===== config.mk =====
export PLATFORM = sky130hd
export DESIGN_NAME = delay_cfg_loader
export DESIGN_NICKNAME = d
export VERILOG_FILES = /design/src/rtl/delay_cfg_loader.sv
export SDC_FILE = /design/constraint.sdc
export NUM_CORES = 1
export LEC_CHECK = 0
export CORE_MARGIN = 4
export CORE_UTILIZATION = 56
export DETAILED_ROUTE_END_ITERATION = 16
export GPL_TIMING_DRIVEN = 0
export PLACE_DENSITY = 0.85
export SYNTH_ARGS = -nofsm -noshare
export SYNTH_HDL_FRONTEND = slang
export SYNTH_SLANG_ARGS = --single-unit
export TNS_END_PERCENT = 5

===== constraint.sdc =====
create_clock -name I_UART_CLK -period 4.23 [get_ports I_UART_CLK]
set_input_delay 0.423 -clock I_UART_CLK [delete_from_list [all_inputs] [get_ports I_UART_CLK]]
set_output_delay 0.423 -clock I_UART_CLK [all_outputs]
set_load 0.01 [all_outputs]

===== src/rtl/delay_cfg_loader.sv =====
// Parses 8-byte UART command frames and commits 24-bit delay words to the
// per-channel delay RAM write ports. Everything runs in the UART clock domain.
module delay_cfg_loader #(
    parameter logic [7:0] HEADER_BYTE    = 8'hA5,
    parameter int         TIMEOUT_CYCLES = 100000
) (
    input  logic        I_UART_CLK,
    input  logic        I_RST,
    input  logic [7:0]  I_RX_DATA,
    input  logic        I_RX_VALID,
    output logic        O_WEA_RAM1,
    output logic        O_WEA_RAM2,
    output logic        O_WEA_RAM3,
    output logic        O_WEA_RAM4,
    output logic [10:0] O_WRITE_ADDR_RAM1,
    output logic [10:0] O_WRITE_ADDR_RAM2,
    output logic [10:0] O_WRITE_ADDR_RAM3,
    output logic [10:0] O_WRITE_ADDR_RAM4,
    output logic [23:0] O_WRITE_DELAY_RAM1,
    output logic [23:0] O_WRITE_DELAY_RAM2,
    output logic [23:0] O_WRITE_DELAY_RAM3,
    output logic [23:0] O_WRITE_DELAY_RAM4,
    output logic        O_FRAME_OK,
    output logic        O_FRAME_ERR,
    output logic [1:0]  O_ERR_CODE,
    output logic        O_BUSY
);

    typedef enum logic [2:0] {
        IDLE, MASK, ADDR_H, ADDR_L, DLY_H, DLY_M, DLY_L, CSUM
    } state_t;

    localparam logic [23:0] TO_LAST = 24'(TIMEOUT_CYCLES - 1);

    state_t            state;
    logic [23:0]       idle_cnt;
    logic [7:0]        mask_b, addr_h_b, addr_l_b, dly_h_b, dly_m_b, dly_l_b;
    logic [3:0]        wea_q;
    logic [3:0][10:0]  addr_q;
    logic [3:0][23:0]  dly_q;
    logic              ok_q, err_q;
    logic [1:0]        code_q;
    logic [2:0]        verdict;

    // Returns {reject, code}; checks are ordered so the first failure wins.
    function automatic logic [2:0] frame_check(input logic [7:0] csum_rx,
                                               input logic [7:0] csum_calc,
                                               input logic [7:0] mask,
                                               input logic [7:0] addr_h);
        if (csum_rx != csum_calc)
            return {1'b1, 2'd1};
        else if (mask == 8'd0 || mask[7:4] != 4'd0)
            return {1'b1, 2'd2};
        else if (addr_h[7:3] != 5'd0)
            return {1'b1, 2'd3};
        else
            return 3'b000;
    endfunction

    assign verdict = frame_check(I_RX_DATA,
                                 mask_b ^ addr_h_b ^ addr_l_b ^ dly_h_b ^ dly_m_b ^ dly_l_b,
                                 mask_b, addr_h_b);

    // Frame byte capture; these are only consumed once a full frame is in.
    always_ff @(posedge I_UART_CLK) begin
        if (I_RX_VALID) begin
            case (state)
                MASK:    mask_b   <= I_RX_DATA;
                ADDR_H:  addr_h_b <= I_RX_DATA;
                ADDR_L:  addr_l_b <= I_RX_DATA;
                DLY_H:   dly_h_b  <= I_RX_DATA;
                DLY_M:   dly_m_b  <= I_RX_DATA;
                DLY_L:   dly_l_b  <= I_RX_DATA;
                default: ;
            endcase
        end
    end

    always_ff @(posedge I_UART_CLK) begin
        if (I_RST) begin
            state    <= IDLE;
            idle_cnt <= 24'd0;
            wea_q    <= 4'd0;
            addr_q   <= '0;
            dly_q    <= '0;
            ok_q     <= 1'b0;
            err_q    <= 1'b0;
            code_q   <= 2'd0;
        end else begin
            wea_q <= 4'd0;
            ok_q  <= 1'b0;
            err_q <= 1'b0;
            if (state == IDLE) begin
                idle_cnt <= 24'd0;
                if (I_RX_VALID && I_RX_DATA == HEADER_BYTE)
                    state <= MASK;
            end else if (I_RX_VALID) begin
                // A byte always wins over an expiring timeout.
                idle_cnt <= 24'd0;
                case (state)
                    MASK:    state <= ADDR_H;
                    ADDR_H:  state <= ADDR_L;
                    ADDR_L:  state <= DLY_H;
                    DLY_H:   state <= DLY_M;
                    DLY_M:   state <= DLY_L;
                    DLY_L:   state <= CSUM;
                    default: begin
                        state <= IDLE;
                        if (verdict[2]) begin
                            err_q  <= 1'b1;
                            code_q <= verdict[1:0];
                        end else begin
                            ok_q <= 1'b1;
                            for (int n = 0; n < 4; n++) begin
                                if (mask_b[n]) begin
                                    wea_q[n]  <= 1'b1;
                                    addr_q[n] <= {addr_h_b[2:0], addr_l_b};
                                    dly_q[n]  <= {dly_h_b, dly_m_b, dly_l_b};
                                end
                            end
                        end
                    end
                endcase
            end else if (idle_cnt == TO_LAST) begin
                state    <= IDLE;
                idle_cnt <= 24'd0;
                err_q    <= 1'b1;
                code_q   <= 2'd0;
            end else begin
                idle_cnt <= idle_cnt + 24'd1;
            end
        end
    end

    assign O_WEA_RAM1         = wea_q[0];
    assign O_WEA_RAM2         = wea_q[1];
    assign O_WEA_RAM3         = wea_q[2];
    assign O_WEA_RAM4         = wea_q[3];
    assign O_WRITE_ADDR_RAM1  = addr_q[0];
    assign O_WRITE_ADDR_RAM2  = addr_q[1];
    assign O_WRITE_ADDR_RAM3  = addr_q[2];
    assign O_WRITE_ADDR_RAM4  = addr_q[3];
    assign O_WRITE_DELAY_RAM1 = dly_q[0];
    assign O_WRITE_DELAY_RAM2 = dly_q[1];
    assign O_WRITE_DELAY_RAM3 = dly_q[2];
    assign O_WRITE_DELAY_RAM4 = dly_q[3];
    assign O_FRAME_OK         = ok_q;
    assign O_FRAME_ERR        = err_q;
    assign O_ERR_CODE         = code_q;
    assign O_BUSY             = (state != IDLE);

endmodule


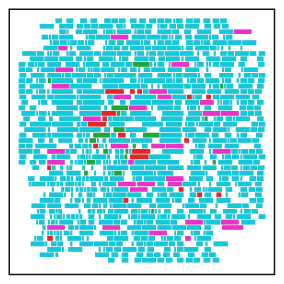
run_1/sizing.png
Scale: 2 px per µm.
Key: red = x3 and x4 [cells 19, share 2.0%, most used buf_4]; green = x2 [cells 19, share 2.0%, most used clkinv_2]; cyan = x1 and smaller [cells 863, share 92%, most used nor2_1]; magenta = x6 and larger [cells 33, share 3.5%, most used clkbuf_16]
Layout area overhead: 30.1%
count of plain and timing-repair buffers: 196
final setup margin: 1.53 ns
Final Instance Area: 11200 µm²

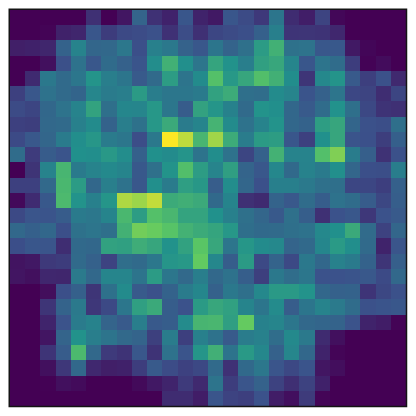
run_1/route_heat.png
Scale: 3 px per µm. 26 x 26 tiles, from dark purple (low) to yellow (high), scaled to the fullest tile. Values are wire area over tile area, all layers added.
The densest ninth of the die: centre. 12% of the tiles are nearly empty. The mean over all tiles is 0.19.
detailed-route via count: 6006
Final Routed Wirelength: 20.3 mm
GRT Overall Usage: 0.229
Routed WL per cell: 18.1 µm

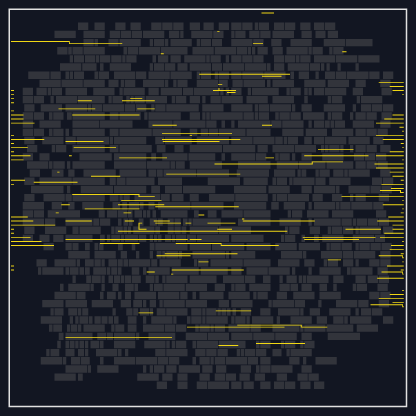
run_1/m3.png
Scale: 3 px per µm.
125 nets have wire on it. The wires run mostly horizontal. The longest straight run is 56.1 µm. The layer holds 6.6% of the routed length. The layer carries 1340 µm of wire.
met3 Track Usage GR: 0.0355

==> run_results.csv, run 1 <==
group,metric,value,unit
run_status,status,"finished, final reports clean",
worst_setup_path,cpPeakStageDelay,0.71,ns
place,dp_cells,1080,
timing,hold_viol_final,0,
floorplanning,chipArea,17400,µm²
synthesis,synthTopCellsByCount,"nor2_1 (178), dfxtp_1 (175), mux2i_1 (141)",
synthesis,fp_nets,745,
job,warning_count,26,
global_routing,grt_pass1_wl,32.5,mm
place,dp_hpwl,14.5,mm
worst_setup_path,critPathCaptureType,"flip-flop",
timing,slew_violations,0,
finish,fillers,1027,
worst_setup_path,r2r_cells,8,
worst_setup_path,reg2reg_from,"dly_m_b[0]",
timing,slew_headroom,0.163,
finish,layout.cells.most_common,"nor2_1",
synthesis,synth-xor-area-share,0.0838,
finish,nClkBuffers,31,
detailed_routing,top_layer,"met4",
timing,setup_violations,0,
global_routing,grt_start_max_net_pins,16,
worst_setup_path,critPathLaunchType,"input port",
worst_setup_path,cp.arrival,3.07,ns
finish,layout.nets,929,
==> run 1: flip-flops by register name (all words and copies together), names as in the netlist, 24 cells and up <==
signal              cells
O_WRITE_DELAY_RAM1     24
O_WRITE_DELAY_RAM2     24
O_WRITE_DELAY_RAM4     24
idle_cnt               24
O_WRITE_DELAY_RAM3     24
==> run 1: power breakdown <==
group | total, W | switching, W | internal (W) | leakage, nW
Sequential | 0.00217 | 0.000000577 | 0.00217 | 1.84
Clock | 0.00199 | 0.000818 | 0.00117 | 0.380
Combinational | 0.0000764 | 0.0000495 | 0.0000270 | 2.54
Total | 0.00424 | 0.000868 | 0.00337 | 4.76
==> run 1: critical path, delay by kind of cell <==
kind	cells	cell delay (ns)
AND/OR/NAND/NOR	3	0.82
buffers and inverters	3	1.01
multiplexers	1	0.20
XOR/XNOR	2	0.60
run_1/clock_nets.png
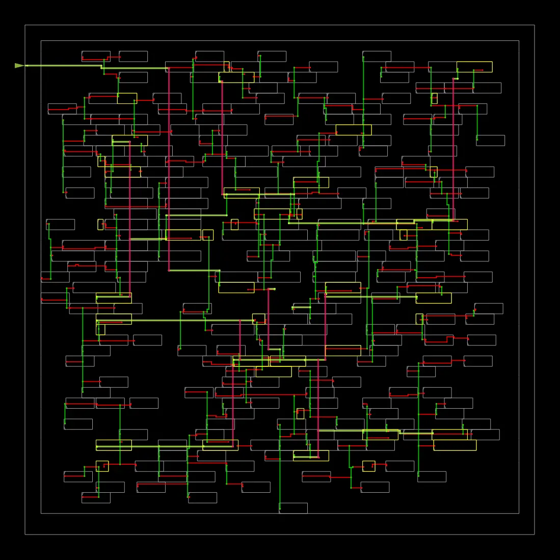

--- run 2 (diff from run 1) ---
--- a/config.mk
+++ b/config.mk
@@ -6,10 +6,10 @@
 export NUM_CORES = 1
 export LEC_CHECK = 0
 export CORE_MARGIN = 4
-export CORE_UTILIZATION = 56
+export CORE_UTILIZATION = 52
 export DETAILED_ROUTE_END_ITERATION = 16
 export GPL_TIMING_DRIVEN = 0
-export PLACE_DENSITY = 0.85
+export PLACE_DENSITY = 0.8
 export SYNTH_ARGS = -nofsm -noshare
 export SYNTH_HDL_FRONTEND = slang
 export SYNTH_SLANG_ARGS = --single-unit
==> constraint.sdc (replaced) <==
create_clock -name I_UART_CLK -period 2.5 [get_ports I_UART_CLK]
set_input_delay 0.25 -clock I_UART_CLK [delete_from_list [all_inputs] [get_ports I_UART_CLK]]
set_output_delay 0.25 -clock I_UART_CLK [all_outputs]
set_load 0.01 [all_outputs]
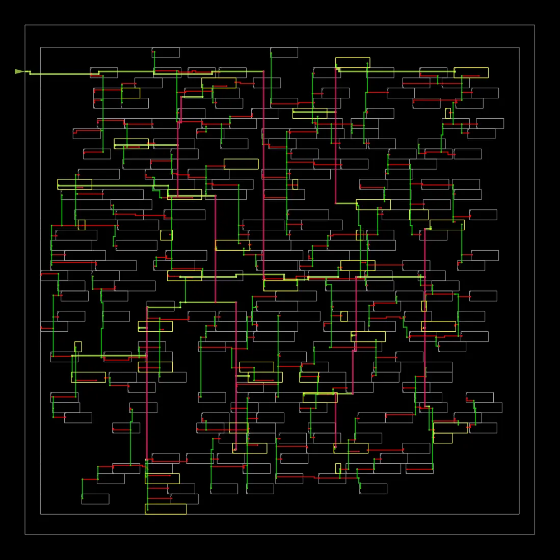
run_2/clock_nets.png
clk_lat worst skew: 0.50 ns
Num CTS Buffers: 23
layout clock buffer count: 35
registers: 223
Final Skew: 0.0165 ns

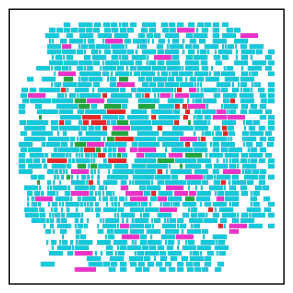
run_2/sizing.png
Scale: 2 px per µm.
Key: green = x2 [cells 22, share 2.3%, most used xnor3_2]; red = x3 and x4 [cells 33, share 3.5%, most used buf_4]; cyan = x1 and smaller [cells 853, share 90%, most used nor2_1]; magenta = x6 and larger [cells 45, share 4.7%, most used clkbuf_16]
count of plain and timing-repair buffers: 216
Layout area overhead: 34.1%
final setup margin: 0.00135 ns

==> run 2 against run 1 <==
Compared with the run above: hold slack worse by 0.17 ns; setup slack worse by 1.5 ns; area after synthesis unchanged; sequential power up about 70%; clock skew rose by 0.0048 ns; final cell count grew 4.2%; first-iteration DRC count shrank 25%; flip-flop count stayed put; die area rose by 7.2%; clock-buffer cell count up 4; synthesized cell count unchanged; register-to-register slack worse by 1.5 ns.
==> run_results.csv, run 2 <==
group,metric,value,unit
run_status,status,"finished, final reports clean",
power_and_ir_drop,p_sw,0.00145,W
power_and_ir_drop,switching_share,0.199,
power_and_ir_drop,comb-power,0.000134,W
global_routing,grt_pass1_wl,32.0,mm
finish,layout.nets,949,
floorplanning,chipArea,18700,µm²
worst_setup_path,cp.arrival,2.88,ns
worst_setup_path,cpPeakStageDelay,0.43,ns
place,dp_hpwl,15.2,mm
synthesis,fp_nets,745,
finish,layout.cells.most_common,"nor2_1",
global_routing,grtUsageMet3,0.0415,
synthesis,synthTopCellsByCount,"nor2_1 (178), dfxtp_1 (175), mux2i_1 (141)",
worst_setup_path,reg2reg_from,"addr_l_b[5]",
detailed_routing,routed-via-count,6110,
place,dp_cells,1108,
finish,fillers,1115,
timing,slew_headroom,0.147,
detailed_routing,wl,21.2,mm
detailed_routing,wire_per_inst,18.1,µm
worst_setup_path,critPathBufInv,2,
power_and_ir_drop,p_seq,0.00368,W
worst_setup_path,crit_family,"XOR/XNOR gates",
run 2: cell counts after synthesis:
No cell type changed its count.
run 2: per-stage QoR:
step                setup TNS [ns]  hold slack (ns)  area, µm²
finish                           0            0.263      11500
floorplan                        0            0.349       8600
detailed placement          -69.62            0.456      10500
global placement            -66.29            0.445      10400
CTS                         -0.824            0.223      11400
global route                 -1.78            0.301      11500
run 2: timing repair:
item,in CTS,in global routing
cloned,0,1
resized,13,11
setup buffers,11,8
hold endpoints to repair,0,0
setup endpoints to repair,123,139
pin swaps,6,4
run 2: area by class of cell:
type                    instances  share of cell area
plain buffers                  37              0.0248
clock buffers                  35              0.0637
clock inverters                 6             0.00510
inverters                       6             0.00195
multi-input cells             467               0.299
flip-flops and latches        223               0.429
well taps                     216              0.0234
repair buffers                179               0.153
Power figures rest on the tool's default switching activity, not on a simulated workload.
